Fig. 1: gate families picked out
(6 px per um)
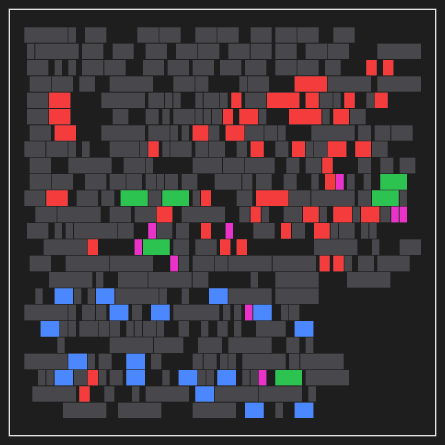
Fig. 2: a small window of the routed layout
Region (15, 30) to (55, 70) um. Cells in gray, sequential cells in the stronger gray; small squares are vias.
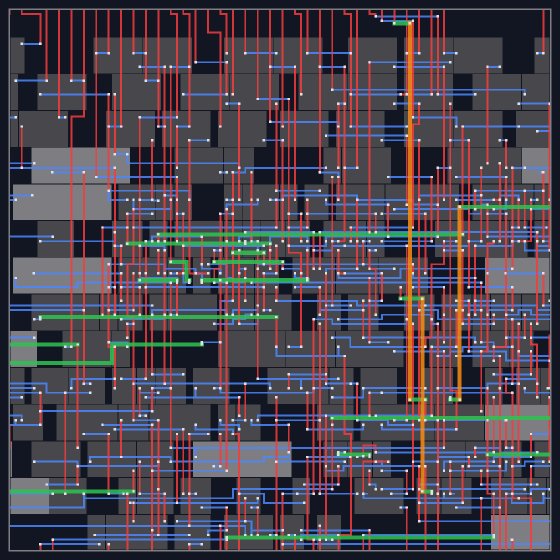
Fig. 3: routing congestion map
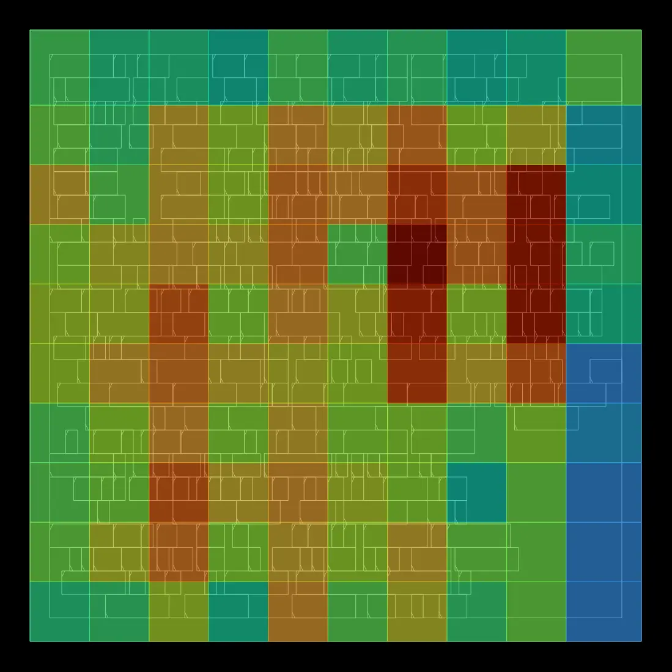
Fig. 4: sequential cells colored by netlist name
(6 px per um) Other sequential cells in the stronger gray, the rest of the logic in the fainter gray.
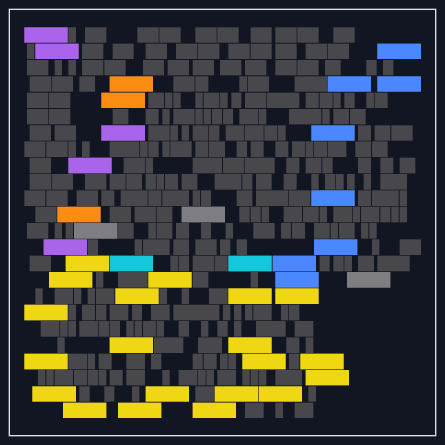
Fig. 5: met2 routing
(4 px per um)
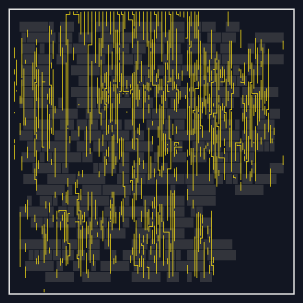
`config.mk`:
```
export PLATFORM = sky130hd
export DESIGN_NAME = audio_note_sched
export DESIGN_NICKNAME = d
export VERILOG_FILES = /design/src/rtl/audio_note_sched.sv
export SDC_FILE = /design/constraint.sdc
export NUM_CORES = 1
export LEC_CHECK = 0
export CAP_MARGIN = 20
export CORE_MARGIN = 2
export CORE_UTILIZATION = 49
export DETAILED_ROUTE_END_ITERATION = 7
export PLACE_DENSITY = 0.78
export REMOVE_ABC_BUFFERS = 1
export SKIP_CTS_REPAIR_TIMING = 1
export SLEW_MARGIN = 20
export SYNTH_ARGS = -nofsm -noshare
export SYNTH_HDL_FRONTEND = slang
export SYNTH_SLANG_ARGS = --single-unit
```
`constraint.sdc`:
```
create_clock -name clock -period 2.7 [get_ports clock]
set_input_delay 0.54 -clock clock [delete_from_list [all_inputs] [get_ports clock]]
set_output_delay 0.54 -clock clock [all_outputs]
set_load 0.02 [all_outputs]
```
`src/rtl/audio_note_sched.sv`:
```
// Fixed-priority scheduler that shares one square-wave tone generator among three requesters.
// Notes are timed in coarse ticks, and a one-tick silent gap follows every note that finishes.
module audio_note_sched #(
  parameter int DUR_BITS    = 8,
  parameter int TICK_CYCLES = 650000
) (
  input  logic                clock,
  input  logic                reset,
  input  logic [2:0]          req,
  input  logic [4:0]          req_freq0,
  input  logic [4:0]          req_freq1,
  input  logic [4:0]          req_freq2,
  input  logic [DUR_BITS-1:0] req_dur0,
  input  logic [DUR_BITS-1:0] req_dur1,
  input  logic [DUR_BITS-1:0] req_dur2,
  output logic [2:0]          ack,
  output logic [4:0]          freq_id,
  output logic                new_f,
  output logic                mute,
  output logic                busy,
  output logic [1:0]          active_src
);

  localparam int               CNT_W    = $clog2(TICK_CYCLES);
  localparam logic [CNT_W-1:0] CNT_LAST = CNT_W'(TICK_CYCLES - 1);

  typedef enum logic [1:0] {
    ST_IDLE = 2'd0,
    ST_PLAY = 2'd1,
    ST_GAP  = 2'd2
  } state_t;

  state_t              state_q, state_d;
  logic [CNT_W-1:0]    tick_q, tick_d;
  logic [DUR_BITS-1:0] remaining_q, remaining_d;
  logic [4:0]          freq_q, freq_d;
  logic [1:0]          active_q, active_d;
  logic [2:0]          ack_q, ack_d;
  logic                new_f_q, new_f_d;

  logic [4:0]          src_freq [3];
  logic [DUR_BITS-1:0] src_dur  [3];
  logic [2:0]          allowed;
  logic [2:0]          eligible;

  logic                win_valid;
  logic [1:0]          win_idx;
  logic [2:0]          win_onehot;
  logic [4:0]          win_freq;
  logic [DUR_BITS-1:0] win_dur;
  logic [DUR_BITS-1:0] win_len;
  logic                tick_wrap;

  assign src_freq[0] = req_freq0;
  assign src_freq[1] = req_freq1;
  assign src_freq[2] = req_freq2;
  assign src_dur[0]  = req_dur0;
  assign src_dur[1]  = req_dur1;
  assign src_dur[2]  = req_dur2;

  // A busy generator only yields to a strictly higher source; a bit acked this cycle is stale.
  generate
    for (genvar gi = 0; gi < 3; gi++) begin : g_src
      assign allowed[gi]  = (state_q == ST_IDLE) || (2'(gi) > active_q);
      assign eligible[gi] = req[gi] && !ack_q[gi] && allowed[gi];
    end
  endgenerate

  always_comb begin
    win_valid  = 1'b0;
    win_idx    = 2'd0;
    win_onehot = 3'b000;
    win_freq   = '0;
    win_dur    = '0;
    for (int i = 0; i < 3; i++) begin
      if (eligible[i]) begin
        win_valid  = 1'b1;
        win_idx    = 2'(i);
        win_onehot = 3'(1 << i);
        win_freq   = src_freq[i];
        win_dur    = src_dur[i];
      end
    end
  end

  assign win_len   = (win_dur == '0) ? DUR_BITS'(1) : win_dur;
  assign tick_wrap = (tick_q == CNT_LAST);

  always_comb begin
    state_d     = state_q;
    tick_d      = tick_wrap ? '0 : tick_q + CNT_W'(1);
    remaining_d = remaining_q;
    freq_d      = freq_q;
    active_d    = active_q;
    ack_d       = 3'b000;
    new_f_d     = 1'b0;

    case (state_q)
      ST_IDLE: begin
        tick_d = '0;
      end
      ST_PLAY: begin
        if (tick_wrap) begin
          if (remaining_q <= DUR_BITS'(1)) begin
            state_d     = ST_GAP;
            remaining_d = '0;
          end else begin
            remaining_d = remaining_q - DUR_BITS'(1);
          end
        end
      end
      ST_GAP: begin
        if (tick_wrap) begin
          state_d = ST_IDLE;
        end
      end
      default: begin
        state_d = ST_IDLE;
        tick_d  = '0;
      end
    endcase

    // An accept overrides the tick bookkeeping, so a preempt on the final PLAY cycle skips the gap.
    if (win_valid) begin
      state_d     = ST_PLAY;
      tick_d      = '0;
      remaining_d = win_len;
      freq_d      = win_freq;
      active_d    = win_idx;
      ack_d       = win_onehot;
      new_f_d     = 1'b1;
    end
  end

  always_ff @(posedge clock) begin
    if (reset) begin
      state_q     <= ST_IDLE;
      tick_q      <= '0;
      remaining_q <= '0;
      freq_q      <= '0;
      active_q    <= 2'd0;
      ack_q       <= 3'b000;
      new_f_q     <= 1'b0;
    end else begin
      state_q     <= state_d;
      tick_q      <= tick_d;
      remaining_q <= remaining_d;
      freq_q      <= freq_d;
      active_q    <= active_d;
      ack_q       <= ack_d;
      new_f_q     <= new_f_d;
    end
  end

  assign ack        = ack_q;
  assign new_f      = new_f_q;
  assign freq_id    = freq_q;
  assign active_src = active_q;
  assign busy       = (state_q != ST_IDLE);
  assign mute       = (state_q != ST_PLAY) || (freq_q == 5'd0);

endmodule

```
==> results.tsv <==
stage	metric	value	unit
critical_path	worst reg-to-reg path cell count	8	
placed_design	placed cell count	375	
routing	Wirelength per Cell	14.22	um
synthesis	top cells by count, synth	45 x nor2_1, 41 x dfxtp_1, 30 x nand2_1	
critical_path	CP top delay family	buffers and inverters	
layout	FF/Latch Area	820.8	um^2
critical_path	WP buf/inv	1	
synthesis	mapped cell area	2187	um^2
routing	metal2 WL	2.582	mm
synthesis	Avg Cell Area, Syn	8.222	um^2
die	DIE WIDTH	70.81	um
die	I/O pin count	57	
timing	fmax	395.3	MHz
timing	fin crit share	93.69	%
layout	clk cell area share	3.068	%
synthesis	ys async rst share	0	%
global_route	vias in the first global route	2095	
pwr	seq pwr	665	uW
global_route	M1 GR Usage	29.78	%
synthesis	mux frac, synth	0	%
timing	Min Hold Slack	0.4498	ns
run_status	status	complete, no violations	
pwr	Reg power frac	46.2	%
timing	Hold Violations, Final	0	
clock_network	CTS tree	done	
layout	fill cell count	384	
placed_design	Port Buf Inserts	56	
critical_path	maximum fanout along the worst path	3	
layout	Nets	380	
timing	PnR worst setup slack	0.1703	ns
layout	Seq/total area	27.95	%
pwr	switching share of total power	30.41	%
flow_run	Max-Cap Viols	0	
synthesis	area leader, netlist	dfxtp_1	
die	row cnt	24	
synthesis	Synth area leaders	dfxtp_1 38%, nor2_1 7.7%, nand2_1 5.1%, xor2_1 4.4%, ha_1 3.4%	
synthesis	yosys stat chip area	2187	um^2
layout	nonclk buf count	66	
layout	layout cells sized above 1	10.57	%
layout	CLK BUF	5	
timing	unrepaired setup endpoints after global routing	no	
pwr	clock power share	28.8	%
pwr	Pleak	1.087	nW
global_route	total grt overflow	0	
layout	ant diodes	0	
layout	dominant class by area	multi-input combinational cells	
worst_hold_path	hold path endpoint	freq_id[1]	
Notes on Fig. 1 above:
legend:
  inverting AOI/OAI gates:
    color: red
    cells: 42
  XOR/XNOR gates:
    color: blue
    cells: 17
  inverters:
    color: magenta
    cells: 9
  adder and majority cells:
    color: green
    cells: 6
dominant logic cell type in the layout: clkdlybuf4s50_1
post-route insts no fill: 383
logic share of the area: 43.97%

Notes on Fig. 2 above:
legend:
  metal 1:
    color: blue
  metal 3:
    color: green
  metal 2:
    color: red
  metal 4:
    color: orange
netlist names of flops here include: remaining_q (3), ack (2)
cells with their middle in the window: 140
sequential cells in the window: 7
most frequent: clkdlybuf4s50_1 (34), nor2_1 (14), nand2_1 (10)

Notes on Fig. 3 above:
all-layer global routing usage: 23.08%
fin util: 67.91%
met2 capacity usage during global routing: 37.49%
GRT busiest layer: met2
met3 Use GR: 5.556%

Notes on Fig. 4 above:
legend:
  remaining_q:
    color: blue
    flops: 8
  state_q:
    color: cyan
    flops: 2
  ack:
    color: orange
    flops: 3
  tick_q:
    color: yellow
    flops: 20
  freq_id:
    color: purple
    flops: 5

Notes on Fig. 5 above:
longest straight run: 26.2 um
wire length on this layer: 2,580 um

Power and IR drop assume default switching activity.
